### Supply network, run 1

Pins as bars on the die edge. Tap cells in grey.
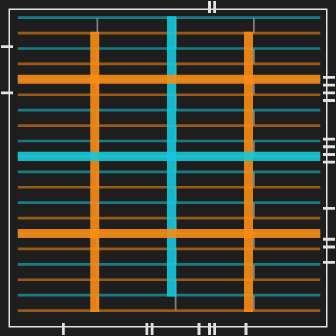
### Cells coloured by class, run 1

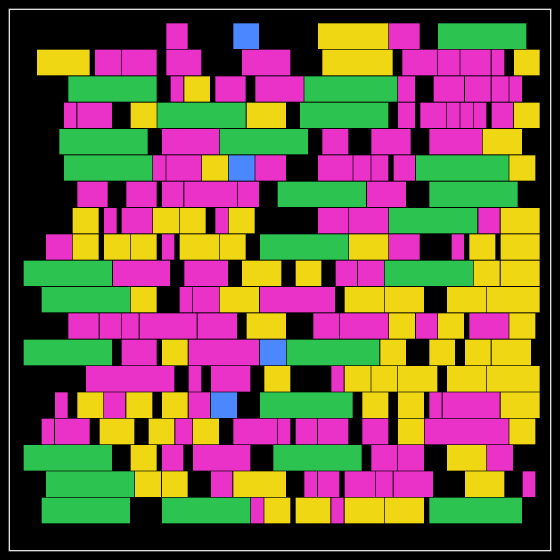
### Clock wires, drivers and flops, run 1

Scale bar: 20 microns.
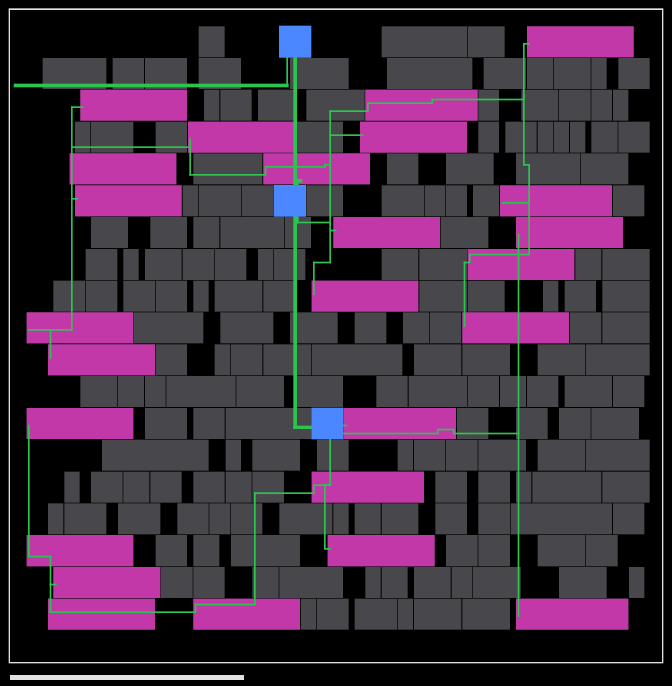
$ cat config.mk
export PLATFORM = sky130hd
export DESIGN_NAME = bist_scheduler_flat
export DESIGN_NICKNAME = d
export VERILOG_FILES = /design/src/rtl/bist_scheduler_if.sv /design/src/rtl/bist_scheduler.sv /design/src/flat_wrapper.sv
export SDC_FILE = /design/constraint.sdc
export NUM_CORES = 1
export LEC_CHECK = 0
export CORE_UTILIZATION = 45
export CTS_CLUSTER_DIAMETER = 100
export DETAILED_ROUTE_END_ITERATION = 10
export DONT_BUFFER_PORTS = 1
export PLACE_DENSITY = 0.59
export SLEW_MARGIN = 20
export SYNTH_ARGS = -nofsm -noshare
export SYNTH_HDL_FRONTEND = slang
export SYNTH_SLANG_ARGS = --single-unit
$ cat constraint.sdc
create_clock -name clk -period 1.1 [get_ports clk]
set_input_delay 0.22 -clock clk [delete_from_list [all_inputs] [get_ports clk]]
set_output_delay 0.22 -clock clk [all_outputs]
set_load 0.05 [all_outputs]
$ cat src/rtl/bist_scheduler_if.sv
// Signal bundle between the BIST scheduler and its requesters / BIST controller.
// req is a level request held until done; done is a one-cycle valid qualifying pass and timeout_err.
interface bist_scheduler_if #(
    parameter int NREQ = 4
);
    localparam int SW = $clog2(NREQ);

    logic [NREQ-1:0] req;
    logic [NREQ-1:0] grant;
    logic [SW-1:0]   sel;
    logic            ctl_reset;
    logic            ctl_start;
    logic            bist_end;
    logic            sig_ok;
    logic            done;
    logic            pass;
    logic            timeout_err;
    logic            busy;
    logic [2:0]      dbg_state;

    modport master (
        input  req, bist_end, sig_ok,
        output grant, sel, ctl_reset, ctl_start, done, pass, timeout_err, busy, dbg_state
    );

    modport slave (
        output req, bist_end, sig_ok,
        input  grant, sel, ctl_reset, ctl_start, done, pass, timeout_err, busy, dbg_state
    );
endinterface

$ cat src/rtl/bist_scheduler.sv
// Round-robin arbiter and session sequencer sharing one BIST controller between NREQ requesters.
// Each session: controller reset, start pulse, wait for bist_end (with timeout), one-cycle report.
module bist_scheduler #(
    parameter int NREQ    = 4,
    parameter int TIMEOUT = 1023
) (
    input  logic              clk,
    input  logic              reset,
    bist_scheduler_if.master  bus
);
    localparam int TW = $clog2(TIMEOUT + 1);
    localparam int SW = $clog2(NREQ);

    localparam logic [2:0] S_IDLE   = 3'd0;
    localparam logic [2:0] S_ARB    = 3'd1;
    localparam logic [2:0] S_CRST   = 3'd2;
    localparam logic [2:0] S_START  = 3'd3;
    localparam logic [2:0] S_WLOW   = 3'd4;
    localparam logic [2:0] S_WEND   = 3'd5;
    localparam logic [2:0] S_REPORT = 3'd6;

    localparam logic [TW-1:0]   CNT_MAX  = TW'(TIMEOUT);
    localparam logic [NREQ-1:0] ONE_HOT0 = NREQ'(1);

    // Reset asserts asynchronously, releases two clocks after the pin rises.
    logic [1:0] rst_sync_q;
    logic       rst_n;

    always_ff @(posedge clk or negedge reset) begin
        if (!reset) rst_sync_q <= 2'b00;
        else        rst_sync_q <= {rst_sync_q[0], 1'b1};
    end

    assign rst_n = rst_sync_q[1];

    logic [2:0]      state_q, state_d;
    logic [SW-1:0]   ptr_q, ptr_d;
    logic [TW-1:0]   cnt_q, cnt_d;
    logic [NREQ-1:0] grant_q, grant_d;
    logic [SW-1:0]   sel_q, sel_d;
    logic            pass_q, pass_d;
    logic            to_q, to_d;

    logic            win_found;
    logic [SW-1:0]   win_idx;
    int              arb_idx;

    // Search starts one past the last winner, wrapping modulo NREQ.
    always_comb begin
        win_found = 1'b0;
        win_idx   = '0;
        arb_idx   = 0;
        for (int i = 1; i <= NREQ; i++) begin
            arb_idx = int'(ptr_q) + i;
            if (arb_idx >= NREQ) arb_idx = arb_idx - NREQ;
            if (!win_found && bus.req[arb_idx[SW-1:0]]) begin
                win_found = 1'b1;
                win_idx   = arb_idx[SW-1:0];
            end
        end
    end

    logic cnt_at_max;
    assign cnt_at_max = (cnt_q == CNT_MAX);

    always_comb begin
        state_d = state_q;
        ptr_d   = ptr_q;
        cnt_d   = cnt_q;
        grant_d = grant_q;
        sel_d   = sel_q;
        pass_d  = pass_q;
        to_d    = to_q;

        if ((state_q == S_WLOW || state_q == S_WEND) && !cnt_at_max)
            cnt_d = cnt_q + TW'(1);

        case (state_q)
            S_IDLE: begin
                if (|bus.req) state_d = S_ARB;
            end
            S_ARB: begin
                if (win_found) begin
                    grant_d = ONE_HOT0 << win_idx;
                    sel_d   = win_idx;
                    ptr_d   = win_idx;
                    state_d = S_CRST;
                end else begin
                    state_d = S_IDLE;
                end
            end
            S_CRST: state_d = S_START;
            S_START: begin
                cnt_d   = '0;
                state_d = S_WLOW;
            end
            S_WLOW: begin
                // A flag stuck high would otherwise hold the datapath forever.
                if (!bus.bist_end) begin
                    state_d = S_WEND;
                end else if (cnt_at_max) begin
                    pass_d  = 1'b0;
                    to_d    = 1'b1;
                    state_d = S_REPORT;
                end
            end
            S_WEND: begin
                if (bus.bist_end) begin
                    pass_d  = bus.sig_ok;
                    to_d    = 1'b0;
                    state_d = S_REPORT;
                end else if (cnt_at_max) begin
                    pass_d  = 1'b0;
                    to_d    = 1'b1;
                    state_d = S_REPORT;
                end
            end
            S_REPORT: begin
                grant_d = '0;
                sel_d   = '0;
                state_d = S_IDLE;
            end
            default: state_d = S_IDLE;
        endcase
    end

    always_ff @(posedge clk or negedge rst_n) begin
        if (!rst_n) begin
            state_q <= S_IDLE;
            ptr_q   <= SW'(NREQ - 1);
            cnt_q   <= '0;
            grant_q <= '0;
            sel_q   <= '0;
            pass_q  <= 1'b0;
            to_q    <= 1'b0;
        end else begin
            state_q <= state_d;
            ptr_q   <= ptr_d;
            cnt_q   <= cnt_d;
            grant_q <= grant_d;
            sel_q   <= sel_d;
            pass_q  <= pass_d;
            to_q    <= to_d;
        end
    end

    assign bus.grant       = grant_q;
    assign bus.sel         = sel_q;
    assign bus.ctl_reset   = (state_q == S_CRST);
    assign bus.ctl_start   = (state_q == S_START);
    assign bus.done        = (state_q == S_REPORT);
    assign bus.pass        = (state_q == S_REPORT) && pass_q;
    assign bus.timeout_err = (state_q == S_REPORT) && to_q;
    assign bus.busy        = (state_q != S_IDLE);
    assign bus.dbg_state   = state_q;
endmodule

$ cat src/flat_wrapper.sv
// flat-port wrapper written by rule: the top's interface ports become plain ports
module bist_scheduler_flat 
#(
    parameter int NREQ    = 4,
    parameter int TIMEOUT = 1023
)
  (clk, reset, bus_req, bus_bist_end, bus_sig_ok, bus_grant, bus_sel, bus_ctl_reset, bus_ctl_start, bus_done, bus_pass, bus_timeout_err, bus_busy, bus_dbg_state);
  bist_scheduler_if #(.NREQ(NREQ)) bus_i ();
  input  logic clk;
  input  logic reset;
  input wire logic [$bits(bus_i.req)-1:0] bus_req;
  input wire logic [$bits(bus_i.bist_end)-1:0] bus_bist_end;
  input wire logic [$bits(bus_i.sig_ok)-1:0] bus_sig_ok;
  output wire logic [$bits(bus_i.grant)-1:0] bus_grant;
  output wire logic [$bits(bus_i.sel)-1:0] bus_sel;
  output wire logic [$bits(bus_i.ctl_reset)-1:0] bus_ctl_reset;
  output wire logic [$bits(bus_i.ctl_start)-1:0] bus_ctl_start;
  output wire logic [$bits(bus_i.done)-1:0] bus_done;
  output wire logic [$bits(bus_i.pass)-1:0] bus_pass;
  output wire logic [$bits(bus_i.timeout_err)-1:0] bus_timeout_err;
  output wire logic [$bits(bus_i.busy)-1:0] bus_busy;
  output wire logic [$bits(bus_i.dbg_state)-1:0] bus_dbg_state;
  assign bus_i.req = bus_req;
  assign bus_i.bist_end = bus_bist_end;
  assign bus_i.sig_ok = bus_sig_ok;
  assign bus_grant = bus_i.grant;
  assign bus_sel = bus_i.sel;
  assign bus_ctl_reset = bus_i.ctl_reset;
  assign bus_ctl_start = bus_i.ctl_start;
  assign bus_done = bus_i.done;
  assign bus_pass = bus_i.pass;
  assign bus_timeout_err = bus_i.timeout_err;
  assign bus_busy = bus_i.busy;
  assign bus_dbg_state = bus_i.dbg_state;
  bist_scheduler #(.NREQ(NREQ), .TIMEOUT(TIMEOUT)) u_core (.clk(clk), .reset(reset), .bus(bus_i));
endmodule
==> run_results.csv, run 1 <==
group,metric,value,unit
run_status,outcome,"complete, but fails checks",
run_status,violations_in_the_final_reports,"setup timing",
clocking,htree_levels,1,
final_layout,final_layout_top_logic_cells,"sky130_fd_sc_hd__buf_4 (41), sky130_fd_sc_hd__buf_6 (21), sky130_fd_sc_hd__dfrtp_1 (20), sky130_fd_sc_hd__nand2_1 (11), sky130_fd_sc_hd__nor2_1 (7)",
clocking,clock-root-buffer,"sky130_fd_sc_hd__clkbuf_4",
timing,timing.final.setup_violations,38,
final_layout,num-nets-final,212,
pwr,cellLeakagePower,1.01,nW
routing,drtIter0Drc,57,
timing,final.setup.tns,-13.33,ns
final_layout,num-clock-buffers,3,
pwr,internal-power,3.29,mW
final_layout,top_area_cell_class,"logic gates",
grt,grt_remaining_overflow,0,
final_layout,most_instantiated_logic_cell_after_routing,"sky130_fd_sc_hd__buf_4",
final_layout,fillCellCount,161,
synthesis,netlist-cell-type-count,38,
timing,achievable-frequency,599,MHz
placed_design,numPortBuffers,0,
flow_run,cap_viol_max_count,0,
clocking,clock_sink_count,25,
pwr,power.switching_fraction,0.432,
final_layout,register_containing_the_most_flip_flops_in_the_final_layout,"u_core.cnt_q",
routing,via_count,1344,
synthesis,synth.mux.area_fraction,0.0395,
synthesis,post_synth_main_area_contributors,"sky130_fd_sc_hd__dfrtp_1 (44%), sky130_fd_sc_hd__dfstp_2 (4.0%), sky130_fd_sc_hd__nand2_1 (4.0%), sky130_fd_sc_hd__mux2i_1 (3.1%), sky130_fd_sc_hd__a21o_1 (2.9%)",
hold_path,min_to,"u_core.bus.grant[2]",
critical_path,cp-end-kind,"output port",
synthesis,synth_cells,134,
final_layout,final-seq-area,632,sq um
critical_path,r2r.worst_path.cells,5,
critical_path,cp-start-kind,"flop",
synthesis,synth-edff-count,0,
critical_path,crit-reg2reg-launch,"u_core.cnt_q[1]",
clocking,clk_pin_slew,0.15,ns
clocking,cts_tree,"built",
routing,drt_pass1_iterations,4,
hold_path,hold_depth,2,
timing,fin_max_slew_vios,0,
routing,drt_drc_violations_left,0,
pwr,pwr.group.combinational,3.87,mW
critical_path,critical_path_arrival,1.45,ns
timing,hold_ws,0.0170,ns
critical_path,regToRegSetupSlack,-0.51,ns
synthesis,synth_compound_gate_area_share,0.184,
routing,antenna_violating_nets_post_route,0,
routing,wl_met1,1510,microns
synthesis,synth.net_count,143,
grt,grtUsageMet3,0.0256,
pwr,maxPowerGroup,"combinational logic",
synthesis,post_synth_main_logic_family,"simple AND/OR/NAND/NOR gates",
synthesis,synth_warnings,0,
placed_design,detailed_place.area,1740,sq um
routing,dr_wl_met2,2230,microns
final_layout,buf_share,0.299,
critical_path,crit_path_start,"u_core.bus.dbg_state[0]",
clocking,clock_tree.buffer_depth,2,
final_layout,largest_reg_flops,10,
pwr,seq_cell_power,1.49,mW
timing,timing.clock.skew,0.0102,ns
grt,grt_usage,0.241,
synthesis,top_area_frac,0.443,
critical_path,required,0.88,ns
final_layout,n_sequential_cell,25,
grt,grtUsageMet1,0.310,
grt,antenna_found_initial,0,
final_layout,post_layout_nonfiller_instances,233,
critical_path,crit_path_max_fanout,3,
timing,worst_slack,-0.571,ns
flow_run,openroad.warnings,29,
synthesis,post_synth_and_or_nand_nor_area_fraction,0.236,
pwr,seq_power_share,0.257,
timing,final.period_utilization,1.52,
pwr,power.density_cell_area,2610,nW/um^2
synthesis,synth.largest_area_cell,"sky130_fd_sc_hd__dfrtp_1",
hold_path,hold_path_class,"in2reg",
synthesis,synth.cell_area,1300,sq um
final_layout,area.growth.synth_to_final,70.9,%
hold_path,hold_path.startpoint,"bus_req[2]",
synthesis,yosysChipArea,1300,sq um
final_layout,drive_gt1_frac,0.584,
synthesis,post-synth-top-count-cell,"sky130_fd_sc_hd__dfrtp_1",
grt,pin_count_of_the_biggest_net_entering_global_routing,16,
floorplanning,top_level_ports,23,
placed_design,worst_slack_after_detailed_placement,-0.428,ns
routing,routedWlPerCell,16.9,microns
final_layout,multiInputGateArea,827,sq um
placed_design,detailed_place_hpwl,2250,microns
synthesis,synth.yosys.seq_area_share,0.483,
critical_path,worst_r2r_endpoint,"u_core.pass_q",
final_layout,comb_cells,97,
synthesis,async_reset_ff_frac,1.00,
routing,routed-wl-met3,127,microns
routing,vias_per_cell,5.77,
pwr,logic_pwr_share,0.667,
grt,grt_pass1_vias,1307,
timing,layout_min_cycle_time,1.67,ns
final_layout,comb_share,0.372,
critical_path,critPathCapture,"bus_ctl_start",
timing,hold_violations_final,0,
clocking,tritoncts.num_buffers,3,
pwr,p_total,5.80,mW
final_layout,n_all_inverters,6,
critical_path,timing.setup.critical_path_class,"reg2out",
floorplanning,starting_utilization_of_the_core_area,0.471,
synthesis,post_synth.cell_area_avg,9.70,sq um
grt,use_met2,0.427,
synthesis,ys_cells,134,
routing,routed_wirelength,3950,microns
routing,highest-signal-layer,"met4",
grt,grt_first_pass_wirelength,5880,microns
pwr,power.clock.total,441,uW
timing,grt_setup_unrepaired,"true",
synthesis,synth_flops,25,
pwr,net-switching-power,2.50,mW
final_layout,area_share_clock_buf_inv,0.0135,
final_layout,final.signal_buffer_count,70,
placed_design,placed_cells_incl_taps,207,
synthesis,yosys.area_share.adder,0.00962,
final_layout,num_antenna_cells,0,
synthesis,synth-xor-area-share,0,
floorplanning,dieArea,3110,sq um
placed_design,gpl.final_weighted_congestion,0.850,
floorplanning,floorplan.tapcells,31,
grt,top_usage_layer,"met2",
synthesis,top_ff_cell_synth,"sky130_fd_sc_hd__dfrtp_1",
synthesis,synthTopCellsByCount,"sky130_fd_sc_hd__dfrtp_1 (23), sky130_fd_sc_hd__nand2_1 (14), sky130_fd_sc_hd__nor2_1 (9)",
About 'Supply network':
Orange stands for VSS. Cyan stands for VDD.
31 tap cells. 20 met1 rails follow the rows.
Max VDD drop: 2580 uV
Die Ht: 55.8 microns
standard cell core area: 2760 sq um
die outline width: 55.8 microns

About 'Cells coloured by class':
Magenta stands for combinational and other logic, cells 103. Green stands for sequential cells, cells 25. Blue stands for clock drivers and dummy loads, cells 4. Yellow stands for remaining buffers and delay cells, cells 70.
register fraction of the total cell area: 0.284
final core occ: 0.806
summed area of non-filler cells in the final layout: 2220 sq um
standard-cell row count: 19

About 'Clock wires, drivers and flops':
Blue stands for clock drivers, count 3. Green stands for clock wires, length 307 microns. Magenta stands for flip-flops, count 25.
There are 4 routed clock nets. Position of the flops: widely spread.
Late-Pin Clk Latency: 0.34 ns
power share of the clock group: 0.076

run 1: critical path, cell delays in order (launching register included):
cell                         delay, ns
sky130_fd_sc_hd__dfrtp_2          0.45
sky130_fd_sc_hd__buf_4            0.14
sky130_fd_sc_hd__nand3b_1         0.14
sky130_fd_sc_hd__buf_6            0.14
sky130_fd_sc_hd__clkinvlp_4       0.09
sky130_fd_sc_hd__buf_8            0.15
run 1: timing repair:
item,4_1_cts,5_1_grt
endpoints found under the hold margin,3,0
resized,49,18
gates cloned,0,0
buffers inserted,16,7
pin swaps,21,11
endpoints found under the setup margin,37,38
hold buffers,2,0
### Congestion heat map, run 1

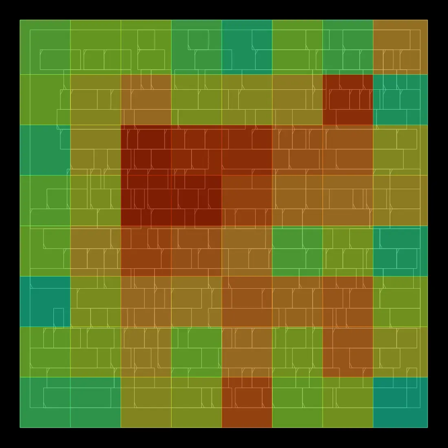

--- run 2 (diff from run 1) ---
PLACE_DENSITY = default   (was 0.59)
### Congestion heat map, run 2

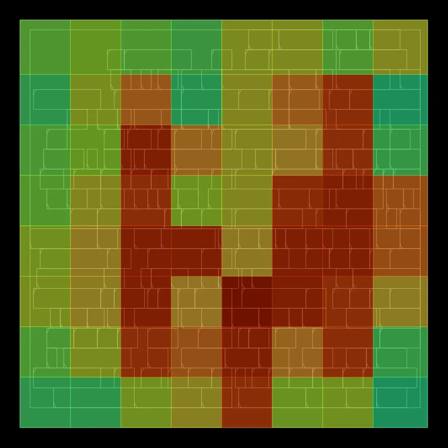
combined global-route utilization of all metal layers: 0.241
global-route track usage on met1: 0.315

==> run 2 against run 1 <==
  * Routed wire length increased by 9.1%
  * Highest routed layer unchanged
  * The run still ends with setup timing left
  * Core utilization up 1.2 points
  * Fmax is 3.2% lower
  * Sequential power barely moved
  * Clock skew grew 0.0057 ns
  * Clock-buffer cell count increased by 1
  * Non-clock buffer count is 1 higher
  * Combinational power increased by 4%
  * Design area is 1.5% higher
  * First-iteration DRC count grew 70%
  * Clock power about the same
  * Critical path depth is 1 lower
==> run_results.csv, run 2 <==
group,metric,value,unit
synthesis,post_synth.cell_area_avg,9.70,sq um
synthesis,synth.largest_area_cell,"sky130_fd_sc_hd__dfrtp_1",
pwr,cellLeakagePower,1.04,nW
routing,wl_met1,1790,microns
placed_design,detailed_place_hpwl,2130,microns
critical_path,critical_path.top_delay_family,"flip-flops",
final_layout,num-nets-final,213,
final_layout,fillCellCount,153,
critical_path,critical_path_arrival,1.51,ns
final_layout,n_all_inverters,6,
routing,drt_drc_violations_left,0,
synthesis,post_synth_main_logic_family,"simple AND/OR/NAND/NOR gates",
pwr,irDropWorstVdd,2400,uV
critical_path,critical-path-max-stage-delay,0.46,ns
critical_path,required,0.88,ns
pwr,maxPowerGroup,"combinational logic",
critical_path,timing.setup.critical_path_class,"reg2out",
critical_path,worstPathBufferInverterCount,2,
placed_design,placed_cells_incl_taps,203,
clocking,clock_sink_count,25,
timing,grt_setup_unrepaired,"true",
clocking,cts_tree,"built",
flow_run,openroad.warnings,29,
routing,drtIter0Drc,97,
floorplanning,dieArea,3110,sq um
floorplanning,floorplan.tapcells,31,
synthesis,top_area_frac,0.443,
synthesis,netlist-cell-type-count,38,
final_layout,area.growth.synth_to_final,73.4,%
critical_path,cp.depth,4,
routing,dr_wl_met2,2200,microns
routing,via_count,1419,
synthesis,yosys.area_share.adder,0.00962,
timing,hold_violations_final,0,
grt,grt_first_pass_wirelength,5920,microns
pwr,power.density_cell_area,2650,nW/um^2
run_status,violations_in_the_final_reports,"setup timing",
grt,pin_count_of_the_biggest_net_entering_global_routing,24,
placed_design,gpl.final_weighted_congestion,0.830,
synthesis,top_ff_cell_synth,"sky130_fd_sc_hd__dfrtp_1",
grt,use_met2,0.410,
clocking,clock_latency,0.34,ns
timing,achievable-frequency,579,MHz
grt,grt_remaining_overflow,0,
final_layout,num_antenna_cells,0,
critical_path,crit_chain,"nand3b_1 > buf_4 > nor2_4 > buf_6",
final_layout,final.signal_buffer_count,71,
run_status,outcome,"complete, but fails checks",
final_layout,comb_share,0.368,
pwr,seq_cell_power,1.51,mW
pwr,net-switching-power,2.61,mW
routing,routed_wirelength,4310,microns
final_layout,register_containing_the_most_flip_flops_in_the_final_layout,"u_core.cnt_q",
floorplanning,core.rowCount,19,
final_layout,n_sequential_cell,25,
final_layout,largest_reg_flops,10,
final_layout,num-clock-buffers,4,
timing,final.period_utilization,1.57,
timing,timing.final.setup_violations,38,
timing,timing.clock.skew,0.0159,ns
timing,worst_slack,-0.626,ns
synthesis,synth_cells,134,
synthesis,synth_compound_gate_area_share,0.184,
routing,highest-signal-layer,"met4",
routing,drt_pass1_iterations,4,
floorplanning,starting_utilization_of_the_core_area,0.471,
hold_path,hold_depth,2,
final_layout,area.share.sequential,0.280,
pwr,seq_power_share,0.253,
routing,routedWlPerCell,18.4,microns
final_layout,comb_cells,97,
critical_path,critPathSlowestCell,"sky130_fd_sc_hd__dfrtp_2",
synthesis,yosysChipArea,1300,sq um
synthesis,synth_warnings,0,
placed_design,detailed_place.area,1710,sq um
routing,routed-wl-met3,187,microns
pwr,internal-power,3.37,mW
synthesis,ys_cells,134,
grt,grtUsageMet3,0.0372,
critical_path,cp-end-kind,"output port",
pwr,logic_pwr_share,0.674,
placed_design,worst_slack_after_detailed_placement,-0.455,ns
clocking,tritoncts.num_buffers,3,
timing,hold_ws,0.0258,ns
synthesis,synth.mux.area_fraction,0.0395,
hold_path,hold_path_class,"in2reg",
routing,vias_per_cell,6.06,
final_layout,post_layout_nonfiller_instances,234,
floorplanning,chipWidth,55.8,microns
pwr,p_total,5.98,mW
final_layout,final-seq-area,632,sq um
timing,final.setup.tns,-14.17,ns
clocking,htree_levels,1,
floorplanning,die_ht,55.8,microns
### Cells coloured by class, run 2

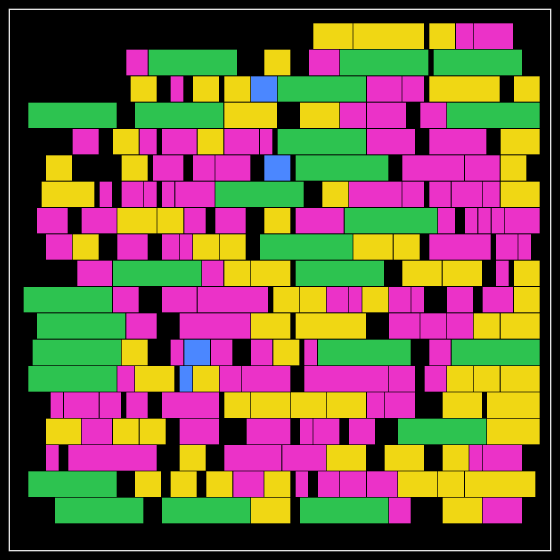
Yellow stands for remaining buffers and delay cells, cells 71. Magenta stands for combinational and other logic, cells 103. Green stands for sequential cells, cells 25. Blue stands for clock drivers and dummy loads, cells 4.

[run 2: final timing paths]
path	start	slack, ns	end
setup / recovery	u_core.bus.dbg_state[0]	-0.63	bus_pass
hold / removal	bus_req[2]	0.03	u_core.bus.grant[2]
setup reg to reg	u_core.bus.dbg_state[1]	-0.61	u_core.cnt_q[6]
hold reg to reg	u_core.rst_sync_q[1]	0.22	u_core.cnt_q[3]
max in group asynchronous	u_core.rst_sync_q[1]	0.57	u_core.ptr_q[0]
min in group asynchronous	reset	0.08	u_core.rst_sync_q[0]
[run 2: repair_timing]
action	CTS	global route
pin swaps	20	13
hold buffers	2	0
setup buffers	16	10
endpoints found under the hold margin	3	0
endpoints found under the setup margin	37	38
gates resized	47	28
### Routed metal, one colour a layer, run 2

Scale bar: 20 microns.
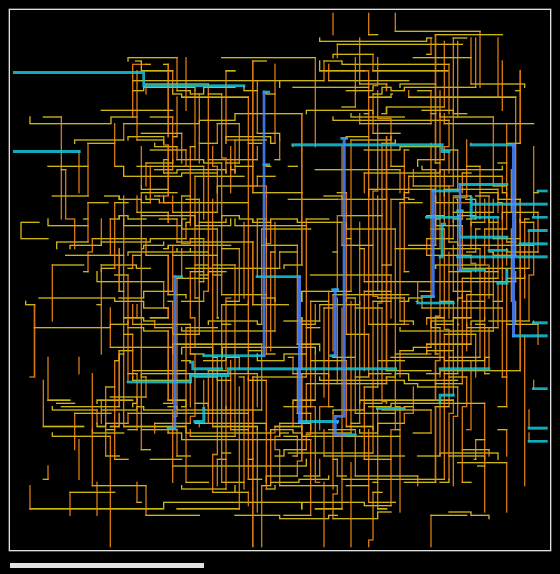

--- run 3 (diff from run 2) ---
CORE_MARGIN = 1.5   (was default)
GPL_TIMING_DRIVEN = 0   (was default)
### Routed metal, one colour a layer, run 3

Scale bar: 20 microns.
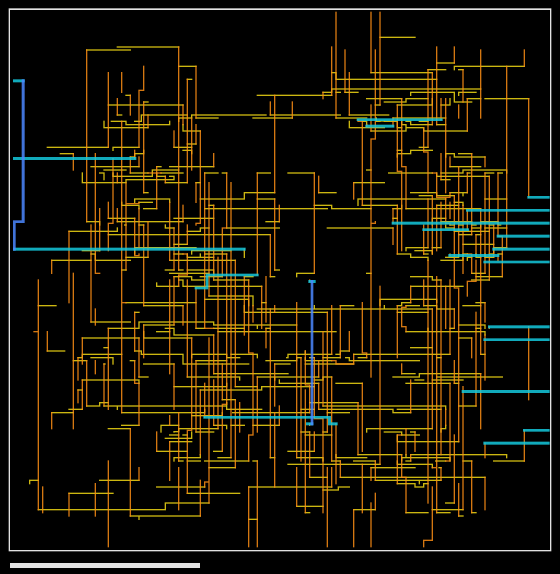
Orange stands for metal 2, wire length 1580 microns. Blue stands for metal 4, wire length 33.6 microns. Yellow stands for metal 1, wire length 1210 microns. Cyan stands for metal 3, wire length 157 microns.
combined global-route utilization of all metal layers: 0.196
mean routed wirelength per cell: 15.6 microns

==> run 3 against run 2 <==
  * The run still ends with setup timing left
  * Area after synthesis unchanged
  * First-iteration DRC count decreased by 59%
  * Critical endpoint is now bus_timeout_err
  * Flip-flop count is the same
  * Critical path depth stayed put
  * Register-to-register slack got worse by 0.26 ns
  * Synthesized cell count did not move
  * Routed wire length down 31%
==> run_results.csv, run 3 <==
group,metric,value,unit
critical_path,critical-path-max-stage-delay,0.57,ns
routing,via_count,1155,
timing,timing.clock.skew,0.00212,ns
synthesis,yosysChipArea,1300,sq um
synthesis,netlist-cell-type-count,38,
floorplanning,starting_utilization_of_the_core_area,0.471,
synthesis,synth.mux.area_fraction,0.0395,
timing,worst_slack,-0.894,ns
synthesis,synth.net_count,143,
hold_path,hold_depth,2,
clocking,clock_tree.buffer_depth,2,
critical_path,crit_chain,"buf_6 > nand3b_1 > clkinvlp_4 > and2_4",
final_layout,finalInstanceArea,1730,sq um
synthesis,synth_warnings,0,
routing,drt_drc_violations_left,0,
final_layout,post_layout_nonfiller_instances,191,
pwr,seq_cell_power,1.97,mW
synthesis,post_synth_main_area_contributors,"sky130_fd_sc_hd__dfrtp_1 (44%), sky130_fd_sc_hd__dfstp_2 (4.0%), sky130_fd_sc_hd__nand2_1 (4.0%), sky130_fd_sc_hd__mux2i_1 (3.1%), sky130_fd_sc_hd__a21o_1 (2.9%)",
critical_path,critical_path.top_delay_family,"flip-flops",
critical_path,crit_path_start,"u_core.bus.dbg_state[0]",
final_layout,multiInputGateArea,743,sq um
grt,antenna_found_initial,0,
pwr,net-switching-power,2.13,mW
final_layout,num-nets-final,170,
final_layout,final-seq-area,642,sq um
synthesis,async_reset_ff_frac,1.00,
flow_run,cap_viol_max_count,0,
synthesis,post_synth.cell_area_avg,9.70,sq um
timing,max_slew_margin,0.616,
final_layout,most_instantiated_logic_cell_after_routing,"sky130_fd_sc_hd__buf_4",
synthesis,synth_flops,25,
floorplanning,top_level_ports,23,
synthesis,post_synth_and_or_nand_nor_area_fraction,0.236,
placed_design,detailed_place_hpwl,1880,microns
pwr,power.clock.total,396,uW
synthesis,yosys.area_share.adder,0.00962,
synthesis,synth.largest_area_cell,"sky130_fd_sc_hd__dfrtp_1",
critical_path,worst_r2r_endpoint,"u_core.bus.grant[1]",
grt,pin_count_of_the_biggest_net_entering_global_routing,24,
floorplanning,dieArea,3220,sq um
critical_path,crit-reg2reg-launch,"u_core.bus.dbg_state[1]",
critical_path,critPathSlowestCell,"sky130_fd_sc_hd__dfrtp_2",
final_layout,register_containing_the_most_flip_flops_in_the_final_layout,"u_core.cnt_q",
synthesis,synth.yosys.seq_area_share,0.483,
hold_path,min_to,"u_core.bus.grant[2]",
critical_path,crit_path_max_fanout,4,
pwr,pwr.group.combinational,2.23,mW
grt,grt_pass1_vias,1111,
pwr,p_total,4.59,mW
critical_path,r2r.worst_path.cells,6,
clocking,clock_latency,0.31,ns
placed_design,placed_cells_incl_taps,165,
flow_run,openroad.warnings,29,
pwr,clock_power_share,0.086,
placed_design,detailed_place.area,1410,sq um
timing,achievable-frequency,502,MHz
clocking,tritoncts.num_buffers,3,
final_layout,largest_reg_flops,10,
synthesis,synth_compound_gate_area_share,0.184,
timing,hold_violations_final,0,
grt,grt_remaining_overflow,0,
clocking,cts-hold-fix-buffers,1,
clocking,cts_tree,"built",
timing,layout_min_cycle_time,1.99,ns
floorplanning,core.rowCount,19,
run_status,violations_in_the_final_reports,"setup timing",
synthesis,post-synth-top-count-cell,"sky130_fd_sc_hd__dfrtp_1",
timing,timing.final.setup_violations,29,
run_status,outcome,"complete, but fails checks",
final_layout,fillCellCount,227,
hold_path,hold_path_class,"in2reg",
timing,fin_max_slew_vios,0,
synthesis,synth-xor-area-share,0,
placed_design,numPortBuffers,0,
floorplanning,chipWidth,56.8,microns
placed_design,worst_slack_after_detailed_placement,-0.868,ns
hold_path,hold_path.startpoint,"bus_req[2]",
clocking,clock_sink_count,25,
pwr,cellLeakagePower,0.748,nW
critical_path,cp.depth,4,
timing,final.setup.tns,-20.45,ns
final_layout,final_core_occ,0.628,
critical_path,cp-end-kind,"output port",
pwr,maxPowerGroup,"combinational logic",
routing,vias_per_cell,6.05,
pwr,logic_pwr_share,0.485,
timing,final.period_utilization,1.81,
clocking,clock-root-buffer,"sky130_fd_sc_hd__clkbuf_4",
critical_path,timing.setup.critical_path_class,"reg2out",
critical_path,critical_path_arrival,1.77,ns
synthesis,synthTopCellsByCount,"sky130_fd_sc_hd__dfrtp_1 (23), sky130_fd_sc_hd__nand2_1 (14), sky130_fd_sc_hd__nor2_1 (9)",
floorplanning,floorplan.core_area,2760,sq um
pwr,seq_power_share,0.429,
critical_path,critPathCapture,"bus_timeout_err",
synthesis,post_synth_main_logic_family,"simple AND/OR/NAND/NOR gates",
routing,drt_pass1_iterations,4,
clocking,clk_pin_slew,0.13,ns
timing,tightest_slew,0.574,ns
routing,antenna_violating_nets_post_route,0,
final_layout,final_layout_top_logic_cells,"sky130_fd_sc_hd__buf_4 (17), sky130_fd_sc_hd__nand2_1 (13), sky130_fd_sc_hd__dfrtp_1 (12), sky130_fd_sc_hd__dfrtp_2 (11), sky130_fd_sc_hd__buf_6 (8)",
timing,hold_ws,0.0412,ns
floorplanning,die_ht,56.8,microns
pwr,internal-power,2.46,mW
clocking,htree_levels,1,
critical_path,required,0.88,ns
critical_path,cp-start-kind,"flop",
critical_path,worstPathBufferInverterCount,2,
clocking,post_cts_buffers,16,
synthesis,synth.cell_area,1300,sq um
final_layout,drive_gt1_frac,0.438,
final_layout,area.growth.synth_to_final,33.3,%
synthesis,top_ff_cell_synth,"sky130_fd_sc_hd__dfrtp_1",
pwr,power.switching_fraction,0.464,
final_layout,num_antenna_cells,0,
timing,grt_setup_unrepaired,"true",
synthesis,synth_cells,134,
placed_design,gpl.final_weighted_congestion,0.767,
routing,routed_wirelength,2980,microns
grt,grt_first_pass_wirelength,4960,microns
clocking,cts.repair.resized,20,
critical_path,regToRegSetupSlack,-0.87,ns
synthesis,ys_cells,134,
routing,drtIter0Drc,40,
synthesis,top_area_frac,0.443,
synthesis,synth-edff-count,0,
pwr,power.density_cell_area,2650,nW/um^2
pwr,irDropWorstVdd,2280,uV
### Cells coloured by class, run 3

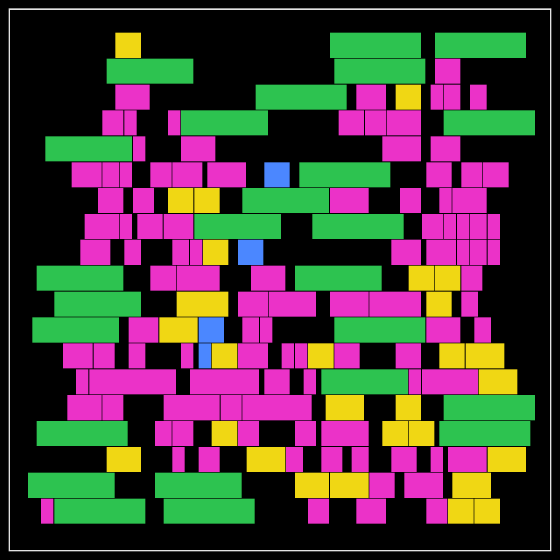
Yellow stands for remaining buffers and delay cells, cells 28. Blue stands for clock drivers and dummy loads, cells 4. Magenta stands for combinational and other logic, cells 103. Green stands for sequential cells, cells 25.

run 3: layout make-up:
class / count / share of cell area
flip-flops and latches: 25 / 0.370
repair buffers: 22 / 0.109
multi-input cells: 97 / 0.429
inverters: 6 / 0.0173
plain buffers: 6 / 0.0368
well taps: 31 / 0.0224
clock buffers: 4 / 0.0152
run 3: per-layer routing:
| metal | track usage | up-vias | part of all wire |
|---|---|---|---|
| li1 | - | 542 | - |
| met1 | 0.244 | 579 | 0.41 |
| met2 | 0.331 | 30 | 0.53 |
| met3 | 0.0461 | 4 | 0.053 |
| met4 | 0.0698 | 0 | 0.011 |
| met5 | 0 | - | 0 |
run 3: kinds of logic after synthesis:
logic type | after synthesis
simple gates | 57
compound gates | 33
flops | 25
buf+inv | 12
mux | 5
fa+ha+maj | 1
other cells | 1
Power and IR drop assume default switching activity.
